==> images/met1.png <==
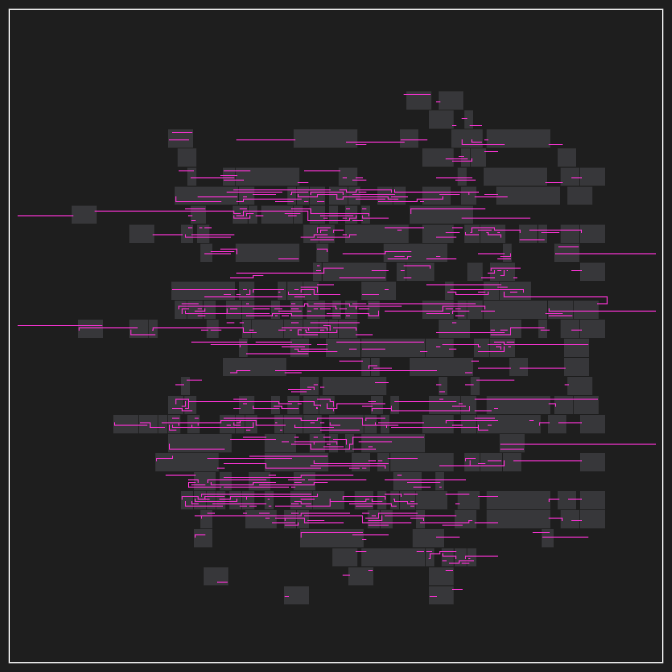
==> images/met2.png <==
Bar = 20 um.
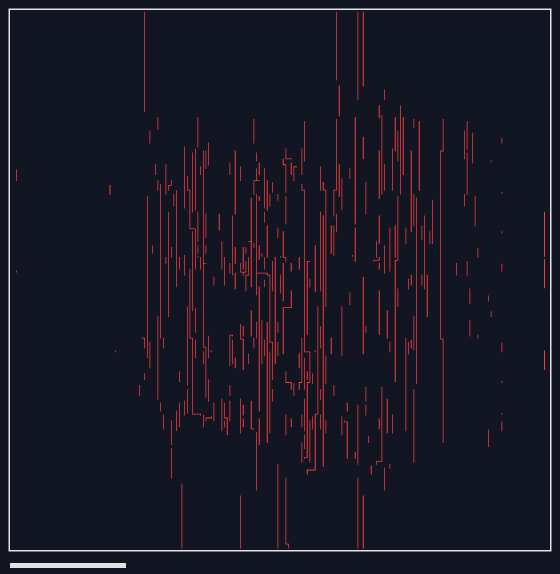
==> images/met3.png <==
Bar = 20 um.
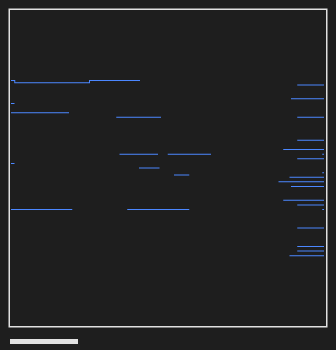
`config.mk`:
```
export PLATFORM = sky130hd
export DESIGN_NAME = jk_moore_bank_flat
export DESIGN_NICKNAME = d
export VERILOG_FILES = /design/src/rtl/jk_moore_bank_pkg.sv /design/src/rtl/jk_moore_bank_if.sv /design/src/rtl/jk_moore_bank_chan.sv /design/src/rtl/jk_moore_bank.sv /design/src/flat_wrapper.sv
export SDC_FILE = /design/constraint.sdc
export NUM_CORES = 1
export LEC_CHECK = 0
export CORE_MARGIN = 8
export CORE_UTILIZATION = 30
export DETAILED_ROUTE_END_ITERATION = 10
export GPL_ROUTABILITY_DRIVEN = 0
export GPL_TIMING_DRIVEN = 0
export PLACE_DENSITY = 0.6
export SLEW_MARGIN = 20
export SYNTH_ARGS = -nofsm -noshare
export SYNTH_HDL_FRONTEND = slang
export SYNTH_SLANG_ARGS = --single-unit
export TNS_END_PERCENT = 30
```
`constraint.sdc`:
```
create_clock -name clk -period 3.6 [get_ports clk]
set_clock_uncertainty 0.05 [all_clocks]
set_input_delay 0.72 -clock clk [delete_from_list [all_inputs] [get_ports clk]]
set_output_delay 0.72 -clock clk [all_outputs]
set_load 0.01 [all_outputs]
```
`src/rtl/jk_moore_bank_pkg.sv`:
```
// jk_bank_pkg: shared encodings for the JK Moore bank.
//   jk_state_e  : per-channel state (ST_OFF / ST_ON), out is a direct decode
//   MODE_*      : policy applied when j and k are both asserted
package jk_bank_pkg;

    typedef enum logic {
        ST_OFF = 1'b0,
        ST_ON  = 1'b1
    } jk_state_e;

    localparam logic [1:0] MODE_TOGGLE = 2'b00;
    localparam logic [1:0] MODE_HOLD   = 2'b01;
    localparam logic [1:0] MODE_SET    = 2'b10;
    localparam logic [1:0] MODE_CLR    = 2'b11;

endpackage

```
`src/rtl/jk_moore_bank_if.sv`:
```
// jk_moore_bank_if: request/status bundle of the JK Moore bank.
//   en, j, k, jk_mode, dwell : requests and policy (driven by master)
//   out, busy, rise, fall    : per-channel status (driven by slave)
//   trans_cnt                : transition counter, only with JKB_TRANS_CNT_EN
// Modports: master (request side), slave (the bank).
interface jk_moore_bank_if #(
    parameter int CH      = 4,
    parameter int DWELL_W = 4,
    parameter int CNT_W   = 16
);
    logic               en;
    logic [CH-1:0]      j;
    logic [CH-1:0]      k;
    logic [1:0]         jk_mode;
    logic [DWELL_W-1:0] dwell;
    logic [CH-1:0]      out;
    logic [CH-1:0]      busy;
    logic [CH-1:0]      rise;
    logic [CH-1:0]      fall;
`ifdef JKB_TRANS_CNT_EN
    logic [CNT_W-1:0]   trans_cnt;
`endif

    modport master (
        output en, j, k, jk_mode, dwell,
`ifdef JKB_TRANS_CNT_EN
        input  trans_cnt,
`endif
        input  out, busy, rise, fall
    );

    modport slave (
        input  en, j, k, jk_mode, dwell,
`ifdef JKB_TRANS_CNT_EN
        output trans_cnt,
`endif
        output out, busy, rise, fall
    );
endinterface

```
`src/rtl/jk_moore_bank_chan.sv`:
```
// jk_moore_chan: one OFF/ON Moore channel with dwell lockout and event pulses.
//   clk, areset_n : clock, asynchronous active-low reset
//   en            : enable; 0 holds state/counter and clears pulses
//   j, k, jk_mode : set/clear requests and both-asserted policy
//   dwell         : lockout length loaded on each transition
//   out, busy     : state decode, lockout active
//   rise, fall    : one-cycle pulses after a transition
//   step          : (JKB_TRANS_CNT_EN only) transition happens on this edge
module jk_moore_chan
    import jk_bank_pkg::*;
#(
    parameter int DWELL_W = 4
) (
    input  logic               clk,
    input  logic               areset_n,
    input  logic               en,
    input  logic               j,
    input  logic               k,
    input  logic [1:0]         jk_mode,
    input  logic [DWELL_W-1:0] dwell,
`ifdef JKB_TRANS_CNT_EN
    output logic               step,
`endif
    output logic               out,
    output logic               busy,
    output logic               rise,
    output logic               fall
);
    jk_state_e          state_q, state_d, tgt;
    logic [DWELL_W-1:0] cnt_q, cnt_d;
    logic               rise_q, rise_d, fall_q, fall_d;

    always_ff @(posedge clk or negedge areset_n) begin
        if (!areset_n) begin
            state_q <= ST_OFF;
            cnt_q   <= '0;
            rise_q  <= 1'b0;
            fall_q  <= 1'b0;
        end else begin
            state_q <= state_d;
            cnt_q   <= cnt_d;
            rise_q  <= rise_d;
            fall_q  <= fall_d;
        end
    end

    always_comb begin
        state_d = state_q;
        cnt_d   = cnt_q;
        rise_d  = 1'b0;
        fall_d  = 1'b0;
        tgt     = state_q;
        unique case ({j, k})
            2'b10:   tgt = ST_ON;
            2'b01:   tgt = ST_OFF;
            2'b11: begin
                unique case (jk_mode)
                    MODE_TOGGLE: tgt = (state_q == ST_ON) ? ST_OFF : ST_ON;
                    MODE_HOLD:   tgt = state_q;
                    MODE_SET:    tgt = ST_ON;
                    default:     tgt = ST_OFF;
                endcase
            end
            default: tgt = state_q;
        endcase
        // Requests are only looked at once the lockout has run out.
        if (en) begin
            if (cnt_q != '0) begin
                cnt_d = cnt_q - DWELL_W'(1);
            end else if (tgt != state_q) begin
                state_d = tgt;
                cnt_d   = dwell;
                rise_d  = (tgt == ST_ON);
                fall_d  = (tgt == ST_OFF);
            end
        end
    end

`ifdef JKB_TRANS_CNT_EN
    assign step = (state_d != state_q);
`endif
    assign out  = (state_q == ST_ON);
    assign busy = (cnt_q != '0);
    assign rise = rise_q;
    assign fall = fall_q;
endmodule

```
`src/rtl/jk_moore_bank.sv`:
```
// jk_moore_bank: CH independent JK Moore OFF/ON channels.
//   clk, areset_n : clock, asynchronous active-low reset
//   bus (slave)   : en, j, k, jk_mode, dwell in; out, busy, rise, fall out
// Optional macro JKB_TRANS_CNT_EN adds bus.trans_cnt, a saturating count
// of channel transitions.
module jk_moore_bank
    import jk_bank_pkg::*;
#(
    parameter int CH      = 4,
    parameter int DWELL_W = 4,
    parameter int CNT_W   = 16
) (
    input  logic            clk,
    input  logic            areset_n,
    jk_moore_bank_if.slave  bus
);
    logic [CH-1:0] out_w, busy_w, rise_w, fall_w;
`ifdef JKB_TRANS_CNT_EN
    logic [CH-1:0]    step_w;
    logic [CNT_W-1:0] tcnt_q;
`endif

    for (genvar i = 0; i < CH; i++) begin : g_ch
        jk_moore_chan #(.DWELL_W(DWELL_W)) u_chan (
            .clk      (clk),
            .areset_n (areset_n),
            .en       (bus.en),
            .j        (bus.j[i]),
            .k        (bus.k[i]),
            .jk_mode  (bus.jk_mode),
            .dwell    (bus.dwell),
`ifdef JKB_TRANS_CNT_EN
            .step     (step_w[i]),
`endif
            .out      (out_w[i]),
            .busy     (busy_w[i]),
            .rise     (rise_w[i]),
            .fall     (fall_w[i])
        );
    end

    assign bus.out  = out_w;
    assign bus.busy = busy_w;
    assign bus.rise = rise_w;
    assign bus.fall = fall_w;

`ifdef JKB_TRANS_CNT_EN
    function automatic logic [5:0] popcount(input logic [CH-1:0] v);
        logic [5:0] n;
        n = '0;
        for (int b = 0; b < CH; b++) n = n + 6'(v[b]);
        return n;
    endfunction

    // Extra headroom bits catch any carry out of the counter width.
    function automatic logic [CNT_W-1:0] sat_add(input logic [CNT_W-1:0] a,
                                                 input logic [5:0] n);
        logic [CNT_W+6:0] s;
        s = (CNT_W+7)'(a) + (CNT_W+7)'(n);
        if (s[CNT_W+6:CNT_W] != '0) return '1;
        return s[CNT_W-1:0];
    endfunction

    always_ff @(posedge clk or negedge areset_n) begin
        if (!areset_n)   tcnt_q <= '0;
        else if (bus.en) tcnt_q <= sat_add(tcnt_q, popcount(step_w));
    end

    assign bus.trans_cnt = tcnt_q;
`endif
endmodule

```
`src/flat_wrapper.sv`:
```
// flat-port wrapper written by rule: the top's interface ports become plain ports
module jk_moore_bank_flat import jk_bank_pkg::*;
#(
    parameter int CH      = 4,
    parameter int DWELL_W = 4,
    parameter int CNT_W   = 16
)
  (clk, areset_n, bus_en, bus_j, bus_k, bus_jk_mode, bus_dwell, bus_out, bus_busy, bus_rise, bus_fall);
  jk_moore_bank_if #(.CH(CH), .DWELL_W(DWELL_W), .CNT_W(CNT_W)) bus_i ();
  input  logic clk;
  input  logic areset_n;
  input wire logic [$bits(bus_i.en)-1:0] bus_en;
  input wire logic [$bits(bus_i.j)-1:0] bus_j;
  input wire logic [$bits(bus_i.k)-1:0] bus_k;
  input wire logic [$bits(bus_i.jk_mode)-1:0] bus_jk_mode;
  input wire logic [$bits(bus_i.dwell)-1:0] bus_dwell;
  output wire logic [$bits(bus_i.out)-1:0] bus_out;
  output wire logic [$bits(bus_i.busy)-1:0] bus_busy;
  output wire logic [$bits(bus_i.rise)-1:0] bus_rise;
  output wire logic [$bits(bus_i.fall)-1:0] bus_fall;
  assign bus_i.en = bus_en;
  assign bus_i.j = bus_j;
  assign bus_i.k = bus_k;
  assign bus_i.jk_mode = bus_jk_mode;
  assign bus_i.dwell = bus_dwell;
  assign bus_out = bus_i.out;
  assign bus_busy = bus_i.busy;
  assign bus_rise = bus_i.rise;
  assign bus_fall = bus_i.fall;
  jk_moore_bank #(.CH(CH), .DWELL_W(DWELL_W), .CNT_W(CNT_W)) u_core (.clk(clk), .areset_n(areset_n), .bus(bus_i));
endmodule
```
==> results.yml <==
# physical design summary
clocking:
  cts_buffers: 3
  postCtsResizedCells: 0
  insertion_delay_ns: 0.27
  cts_hold_buf: 0
  post-cts-setup-buffer-count: 0
  cts_tree: "built"
  cts.path.max_buffers: 2
  htreeDepth: 1
  clkTransAtPathRegs_ns: 0.09
route:
  route.met2.wl_um: 1730
  wl_met1_um: 1830
  drc: 0
  first_iter_violations: 122
grt:
  antenna_found_initial: 0
  grt_remaining_overflow: 0
  grt_pass1_wl_um: 6830
  grt_max_degree: 29
  grt_pass1_vias: 1456
  grt.busiest_layer: "met2"
  track_usage: 0.0962
timing:
  hold_violations: 0
  fin_crit_sh: 0.833
  slew_headroom: 0.547
  fin_crit_ns: 3.00
  finalSetupViolCount: 0
  worst_slew_pin_slew_ns: 0.678
  finalSetupTns_ns: 0
  max_freq_mhz: 333
  grt_setup_unrepaired: "no"
cells_and_area:
  fin_area_mm2: 0.00224
  drive_above_1_share: 0.120
  synthToLayoutAreaGrowth_pct: 25.2
  post-route-util: 0.382
yosys:
  synth.cell_area_mm2: 0.00179
  common_cells: "inv_1 (31), dfrtp_1 (28), buf_4 (16)"
  synth_cell_types: 33
  aoi_share: 0.208
  async_flop_share: 1.00
  xor_area_frac: 0.00490
  yosys-stat-cells: 198
  yosysTopAreaCell: "dfrtp_1"
  fa_ha_area_frac: 0.0840
  synth.area.top_cells: "dfrtp_1 (39%), ha_1 (8.4%), buf_4 (6.7%)"
  yosysMostFrequentCell: "inv_1"
  fp_nets: 227
hold_path:
  hold_path_class: "primary input to async pin"
critical_path:
  critical_path.cell_chain: "inv_1 > ha_1 > nor3b_1 > inv_1 > buf_4 > clkdlybuf4s50_1"
  required_ns: 2.83
  startpoint_type: "register"
  crit_fanout: 6
  cpMostUsedCell: "inv_1"
  critPathArrivalTime_ns: 2.23
  ff2ff_setup_slack_ns: 1.45
  cp-endpoint: "bus_busy[3]"
  critPathSlowestCell: "nor3b_1"
  r2r-start: "u_core.g_ch[3].u_chan.out$_DFFE_PN0P_"
  cpPeakStageDelay_ns: 0.58
place:
  place_area_mm2: 0.00220
job:
  tool_warnings: 30
die:
  fp-row-count: 28
  pin_count: 33
  die_y_um: 93.2
  fp_util: 0.305
outcome:
  status: "completed"
power:
  power.density_mw_per_mm2: 651
  ir_drop_v: 0.000207
About met1.png:
The layer carries 1830 um of wire. The layer holds 47% of the routed length. The wires run mostly horizontal. The longest straight run is 23.0 um. 226 nets have wire on it.
DRT Wirelength: 3860 um
grt met1 use: 0.125
total number of vias: 1442

About met2.png:
The wires run mostly vertical. The layer carries 1730 um of wire.
met2 Use GR: 0.151

About met3.png:
The layer holds 7.1% of the routed length. The longest straight run is 22.1 um. 28 nets have wire on it. The wires run mostly horizontal. The layer carries 276 um of wire.
met3 Resource Use GR: 0.0240

per-stage QoR:
| step | power, mW | instances | hold slack [ns] | setup slack, ns |
|---|---|---|---|---|
| finish | 1.46 | 308 | 0.414 | 0.600 |
| global route | 1.62 | 308 | 0.468 | 0.397 |
| CTS | 1.47 | 308 | 0.448 | 0.608 |
| detailed placement | 1.29 | 305 | 0.465 | 0.442 |
| global placement | 1.27 | 305 | 0.457 | 0.470 |
| floorplan | 1.06 | 198 | 0.374 | 1.26 |
cell usage in the layout, fill, tap and decap left out, drive strengths merged, types with 5 or more instances in the layout:
| master | n |
|---|---|
| a31oi | 12 |
| dfrtp | 28 |
| nor2 | 5 |
| buf | 19 |
| and2 | 6 |
| nand2 | 8 |
| inv | 31 |
| clkdlybuf4s50 | 31 |
| ha | 12 |
| nand2b | 6 |
| o21ai | 10 |
| a21oi | 13 |
| nor3 | 10 |
layout make-up:
cell class                      instances  area (um^2)
Buffer                                 19          133
Fill cell                             599         3610
Timing Repair Buffer                   32          315
Tap cell                               75         93.8
Multi-Input combinational cell        120          837
Clock buffer                            3         41.3
Sequential cell                        28          701
Inverter                               31          116
worst max-delay path: cells and delay by family (launching register included):
| family | cells | cell delay [ns] |
|---|---|---|
| buffers and inverters | 4 | 0.78 |
| AND/OR/NAND/NOR | 1 | 0.58 |
| flip-flops | 1 | 0.42 |
| adder cells (fa/ha/maj) | 1 | 0.18 |
where the power goes:
| group | internal (mW) | total (mW) | switching, mW | leakage, nW |
|---|---|---|---|---|
| registers | 0.425 | 0.563 | 0.138 | 0.352 |
| clock network | 0.0751 | 0.169 | 0.0935 | 0.0216 |
| logic | 0.369 | 0.724 | 0.355 | 0.645 |
| total | 0.869 | 1.46 | 0.587 | 1.02 |
Power figures rest on the tool's default switching activity, not on a simulated workload.
